[config.mk]
export PLATFORM = sky130hd
export DESIGN_NAME = fp32_fma_norm_pack_flat
export DESIGN_NICKNAME = d
export VERILOG_FILES = /design/src/rtl/fp32_pkg.sv /design/src/rtl/fp32_fma_norm_pack_if.sv /design/src/rtl/fp_lzc96.sv /design/src/rtl/fp32_fma_norm_pack.sv /design/src/flat_wrapper.sv
export SDC_FILE = /design/constraint.sdc
export NUM_CORES = 1
export LEC_CHECK = 0
export CAP_MARGIN = 10
export CORE_UTILIZATION = 45
export DETAILED_ROUTE_END_ITERATION = 8
export HOLD_SLACK_MARGIN = 0.06
export PLACE_DENSITY = 0.7
export RECOVER_POWER = 25
export SETUP_SLACK_MARGIN = 0.1
export SLEW_MARGIN = 15
export SYNTH_ARGS = -nofsm -noshare
export SYNTH_HDL_FRONTEND = slang
export SYNTH_SLANG_ARGS = --single-unit
[constraint.sdc]
create_clock -name clk -period 4.24 [get_ports clk]
set_clock_uncertainty 0.15 [all_clocks]
set_input_delay 0.636 -clock clk [delete_from_list [all_inputs] [get_ports clk]]
set_output_delay 0.636 -clock clk [all_outputs]
set_load 0.01 [all_outputs]
[src/rtl/fp32_pkg.sv]
// Shared fp32 constants and the beat bundles that pass between the FMA/FMS
// align, normalize and round/pack stages.
package fp32_pkg;

  localparam int          FP32_BIAS    = 127;
  localparam int          FP32_EXP_MAX = 255;
  localparam logic [31:0] FP32_QNAN    = 32'h7FC0_0001;

  // Bit positions inside the 4-bit flags word {invalid, overflow, underflow, inexact}
  localparam int FLAG_INVALID   = 3;
  localparam int FLAG_OVERFLOW  = 2;
  localparam int FLAG_UNDERFLOW = 1;
  localparam int FLAG_INEXACT   = 0;

  typedef struct packed {
    logic               sign;
    logic signed [9:0]  exp;
    logic [95:0]        mant;
    logic               special;
    logic [31:0]        special_result;
  } align_beat_t;

  typedef struct packed {
    logic               sign;
    logic signed [10:0] exp;
    logic [23:0]        mant;
    logic               guard;
    logic               sticky;
    logic               zero;
    logic               special;
    logic [31:0]        special_result;
  } norm_beat_t;

  typedef struct packed {
    logic [31:0] result;
    logic [3:0]  flags;
  } packed_out_t;

endpackage

[src/rtl/fp32_fma_norm_pack_if.sv]
// Input beat and output result handshake bundle of the fp32 normalize/pack stage.
interface fp32_fma_norm_pack_if;
    logic               in_valid;
    logic               in_ready;
    logic               in_sign;
    logic signed [9:0]  in_exp;
    logic [95:0]        in_mant;
    logic               in_special;
    logic [31:0]        in_special_result;
    logic               out_valid;
    logic               out_ready;
    logic [31:0]        out_result;
    logic [3:0]         out_flags;

    modport master (
        output in_valid, in_sign, in_exp, in_mant, in_special, in_special_result, out_ready,
        input  in_ready, out_valid, out_result, out_flags
    );

    modport slave (
        input  in_valid, in_sign, in_exp, in_mant, in_special, in_special_result, out_ready,
        output in_ready, out_valid, out_result, out_flags
    );
endinterface

[src/rtl/fp_lzc96.sv]
// Leading-zero counter; count is WIDTH when the input is all zeros.
module fp_lzc96 #(
    parameter int WIDTH = 96,
    parameter int CNT_W = 7
) (
    input  logic [WIDTH-1:0] value,
    output logic [CNT_W-1:0] count,
    output logic             zero
);

    // Ascending scan: the last hit is the most significant set bit.
    always_comb begin
        count = CNT_W'(WIDTH);
        for (int i = 0; i < WIDTH; i++) begin
            if (value[i]) count = CNT_W'(WIDTH - 1 - i);
        end
    end

    assign zero = (value == '0);

endmodule

[src/rtl/fp32_fma_norm_pack.sv]
// Two-stage normalize (A) and round-to-nearest-even/pack (B) pipeline for the
// fp32 FMA/FMS datapaths, with valid/ready backpressure.
module fp32_fma_norm_pack
    import fp32_pkg::*;
#(
    parameter int FTZ = 1
) (
    input  logic clk,
    input  logic rst,
    fp32_fma_norm_pack_if.slave bus
);

    generate
        if (FTZ != 1) begin : g_ftz_check
            $error("fp32_fma_norm_pack: only FTZ=1 is supported");
        end
    endgenerate

    function automatic norm_beat_t normalize(input align_beat_t a, input logic [6:0] lz,
                                             input logic z);
        norm_beat_t  n;
        logic [95:0] sh;
        sh               = a.mant << lz;
        n.sign           = a.sign;
        // Leading one at bit 95-lz; bit 94 carries weight 2^(exp-127).
        n.exp            = $signed({a.exp[9], a.exp}) + 11'sd1 - $signed({4'b0, lz});
        n.mant           = sh[95:72];
        n.guard          = sh[71];
        n.sticky         = |sh[70:0];
        n.zero           = z;
        n.special        = a.special;
        n.special_result = a.special_result;
        return n;
    endfunction

    function automatic packed_out_t round_pack(input norm_beat_t n);
        packed_out_t        r;
        logic [24:0]        m;
        logic signed [11:0] e;
        logic               inc;
        inc = n.guard && (n.sticky || n.mant[0]);
        m   = {1'b0, n.mant} + 25'(inc);
        e   = {n.exp[10], n.exp};
        if (m[24]) begin
            m = m >> 1;
            e = e + 12'sd1;
        end
        r.result = '0;
        r.flags  = '0;
        if (n.special) begin
            r.result = n.special_result;
            r.flags[FLAG_INVALID] = (&n.special_result[30:23]) && (|n.special_result[22:0]);
        end else if (n.zero) begin
            r.result = 32'h0000_0000;
        end else if (e >= 12'(FP32_EXP_MAX)) begin
            r.result = {n.sign, 8'hFF, 23'd0};
            r.flags[FLAG_OVERFLOW] = 1'b1;
            r.flags[FLAG_INEXACT]  = 1'b1;
        end else if (e <= 12'sd0) begin
            r.result = {n.sign, 31'd0};
            r.flags[FLAG_UNDERFLOW] = 1'b1;
            r.flags[FLAG_INEXACT]   = 1'b1;
        end else begin
            r.result = {n.sign, e[7:0], m[22:0]};
            r.flags[FLAG_INEXACT] = n.guard || n.sticky;
        end
        return r;
    endfunction

    align_beat_t beat_in;
    logic [6:0]  lz;
    logic        mant_zero;

    assign beat_in = '{sign: bus.in_sign, exp: bus.in_exp, mant: bus.in_mant,
                       special: bus.in_special, special_result: bus.in_special_result};

    fp_lzc96 #(.WIDTH(96), .CNT_W(7)) u_lzc (
        .value (beat_in.mant),
        .count (lz),
        .zero  (mant_zero)
    );

    logic        vld_p1;
    logic        vld_p2;
    norm_beat_t  beat_p1;
    packed_out_t res_p2;
    logic        adv_a;
    logic        adv_b;

    assign adv_b        = !vld_p2 || bus.out_ready;
    assign adv_a        = !vld_p1 || adv_b;
    assign bus.in_ready = adv_a;

    // Stage A boundary: normalized beat
    always_ff @(posedge clk) begin
        if (adv_a && bus.in_valid) beat_p1 <= normalize(beat_in, lz, mant_zero);
    end

    // Stage B boundary: packed result held stable until accepted
    always_ff @(posedge clk or posedge rst) begin
        if (rst) begin
            vld_p1 <= 1'b0;
            vld_p2 <= 1'b0;
            res_p2 <= '0;
        end else begin
            if (adv_a) vld_p1 <= bus.in_valid;
            if (adv_b) begin
                vld_p2 <= vld_p1;
                if (vld_p1) res_p2 <= round_pack(beat_p1);
            end
        end
    end

    assign bus.out_valid  = vld_p2;
    assign bus.out_result = res_p2.result;
    assign bus.out_flags  = res_p2.flags;

endmodule

[src/flat_wrapper.sv]
// flat-port wrapper written by rule: the top's interface ports become plain ports
module fp32_fma_norm_pack_flat import fp32_pkg::*;
#(
    parameter int FTZ = 1
)
  (clk, rst, bus_in_valid, bus_in_sign, bus_in_exp, bus_in_mant, bus_in_special, bus_in_special_result, bus_out_ready, bus_in_ready, bus_out_valid, bus_out_result, bus_out_flags);
  fp32_fma_norm_pack_if bus_i ();
  input  logic clk;
  input  logic rst;
  input wire logic [$bits(bus_i.in_valid)-1:0] bus_in_valid;
  input wire logic [$bits(bus_i.in_sign)-1:0] bus_in_sign;
  input wire logic [$bits(bus_i.in_exp)-1:0] bus_in_exp;
  input wire logic [$bits(bus_i.in_mant)-1:0] bus_in_mant;
  input wire logic [$bits(bus_i.in_special)-1:0] bus_in_special;
  input wire logic [$bits(bus_i.in_special_result)-1:0] bus_in_special_result;
  input wire logic [$bits(bus_i.out_ready)-1:0] bus_out_ready;
  output wire logic [$bits(bus_i.in_ready)-1:0] bus_in_ready;
  output wire logic [$bits(bus_i.out_valid)-1:0] bus_out_valid;
  output wire logic [$bits(bus_i.out_result)-1:0] bus_out_result;
  output wire logic [$bits(bus_i.out_flags)-1:0] bus_out_flags;
  assign bus_i.in_valid = bus_in_valid;
  assign bus_i.in_sign = bus_in_sign;
  assign bus_i.in_exp = bus_in_exp;
  assign bus_i.in_mant = bus_in_mant;
  assign bus_i.in_special = bus_in_special;
  assign bus_i.in_special_result = bus_in_special_result;
  assign bus_i.out_ready = bus_out_ready;
  assign bus_in_ready = bus_i.in_ready;
  assign bus_out_valid = bus_i.out_valid;
  assign bus_out_result = bus_i.out_result;
  assign bus_out_flags = bus_i.out_flags;
  fp32_fma_norm_pack #(.FTZ(FTZ)) u_core (.clk(clk), .rst(rst), .bus(bus_i));
endmodule
Figure 1. Clock nets.
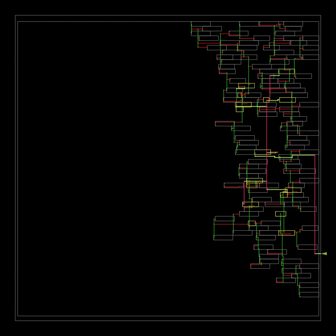
CTS Sinks: 110
num sequential: 110
CTS buffer count: 9
Late-Pin Clk Latency: 0.36 ns

Figure 2. The metal 4 layer.
Supply wires on this layer in gray.
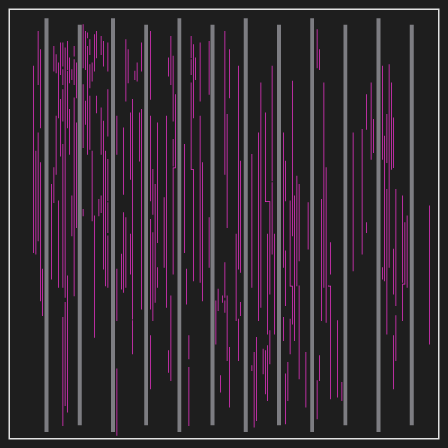
171 nets have wire on it. The layer carries 5,620 um of wire. The longest straight run is 102 um.
final wirelength: 71,500 um
via count: 19,431

Figure 3. Clock wires, drivers and flops.
Scale bar: 50 um.
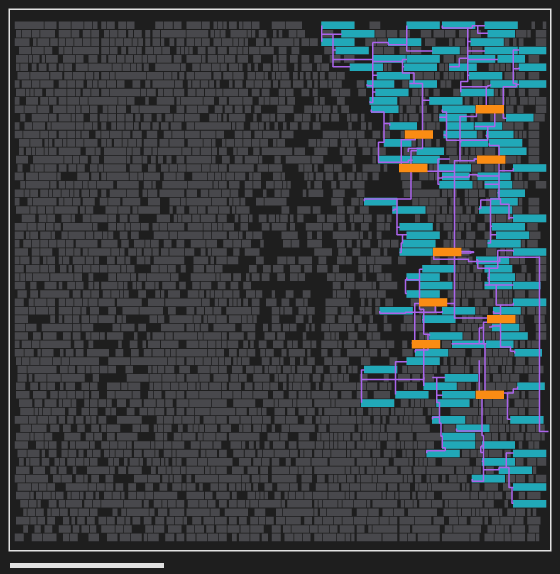
flip-flops: drawn in cyan, count 110. clock wires: drawn in purple, length 1,200 um. clock-net drivers: drawn in orange, count 9.
There are 10 routed clock nets.
Clock group: 860 uW
Clk pwr share: 17.5%

==> worst max path at each step <==
stage	endpoint	slack, ns	cells past startpoint
after floorplan	u_core.beat_p1[69]	-0.25	24
after global placement	u_core.beat_p1[34]	-1.25	19
after detailed placement	u_core.beat_p1[34]	-1.26	19
after CTS	u_core.beat_p1[34]	-0.33	19
after global routing	u_core.beat_p1[34]	-0.53	17
final	u_core.beat_p1[34]	-0.41	20
==> power groups by stage <==
stage               registers, mW  clock network, mW  logic [mW]
finish                       1.38              0.860        2.67
global route                 1.39              0.894        2.79
CTS                          1.38              0.858        2.44
detailed placement           1.40                  0        2.13
global placement             1.39                  0        2.10
floorplan                    1.39                  0       0.921
==> reports/qor.yml <==
clock_network:
  cts_buffer_depth: 2
  cts_setup_buffers: 100
  cts_max_level: 3
outcome:
  violations: "max-capacitance violations, max-slew violations, negative setup slack"
  status: "finished with violations"
layout:
  fin_area_sq_um: 23800
  nNonClkBuffers: 905
  mostFrequentLayoutCells: "615 x buf_4, 178 x nor2_1, 148 x nand2_1"
  logic_area_sq_um: 11600
  inverters: 63
  layout_top_cell: "buf_4"
timing:
  drv_slew: 39
  final.min_clock_period_ns: 4.65
  setup_ws_ns: -0.411
  setup_viol: 29
  hold_ws_ns: 0.328
  min_period_over_period_pct: 110
  worst_pin_slew_ns: 2.10
critical_path:
  endpoint_kind: "flip-flop"
  critical_path_class: "input pin to flip-flop"
  cp_num_buf_inv: 7
  r2r_end: "u_core.bus.out_result[16]"
  ff2ff_setup_slack_ns: 0.24
hold_path:
  whs_path_depth: 2
  whs_endpoint: "u_core.bus.out_flags[1]"
die:
  die-area_sq_um: 30600
  well_tap_count: 384
  ios: 182
  die_w_um: 175
global_route:
  gr-usage-met2_pct: 73.5
  grt_pass1_wl_um: 104000
  grtUsageTotal_pct: 43.4
logic_synthesis:
  ys_sh_xor_pct: 1.95
  synth_top_area_share_pct: 16.1
  synth.cellmix.simpleShare_pct: 21.9
  synth-edff-count: 72
  top_cells_by_area: "edfxtp_1 16%, mux2i_1 12%, dfrtp_1 7.1%"
power:
  power_density_nw_per_um2: 207
flow_run:
  cap_violations: 1
  warnings: 29
place:
  place_ws_ns: -1.26
  gp_congestion: 1.03
routing:
  via_per_inst: 6.58
Power and IR drop assume default switching activity.
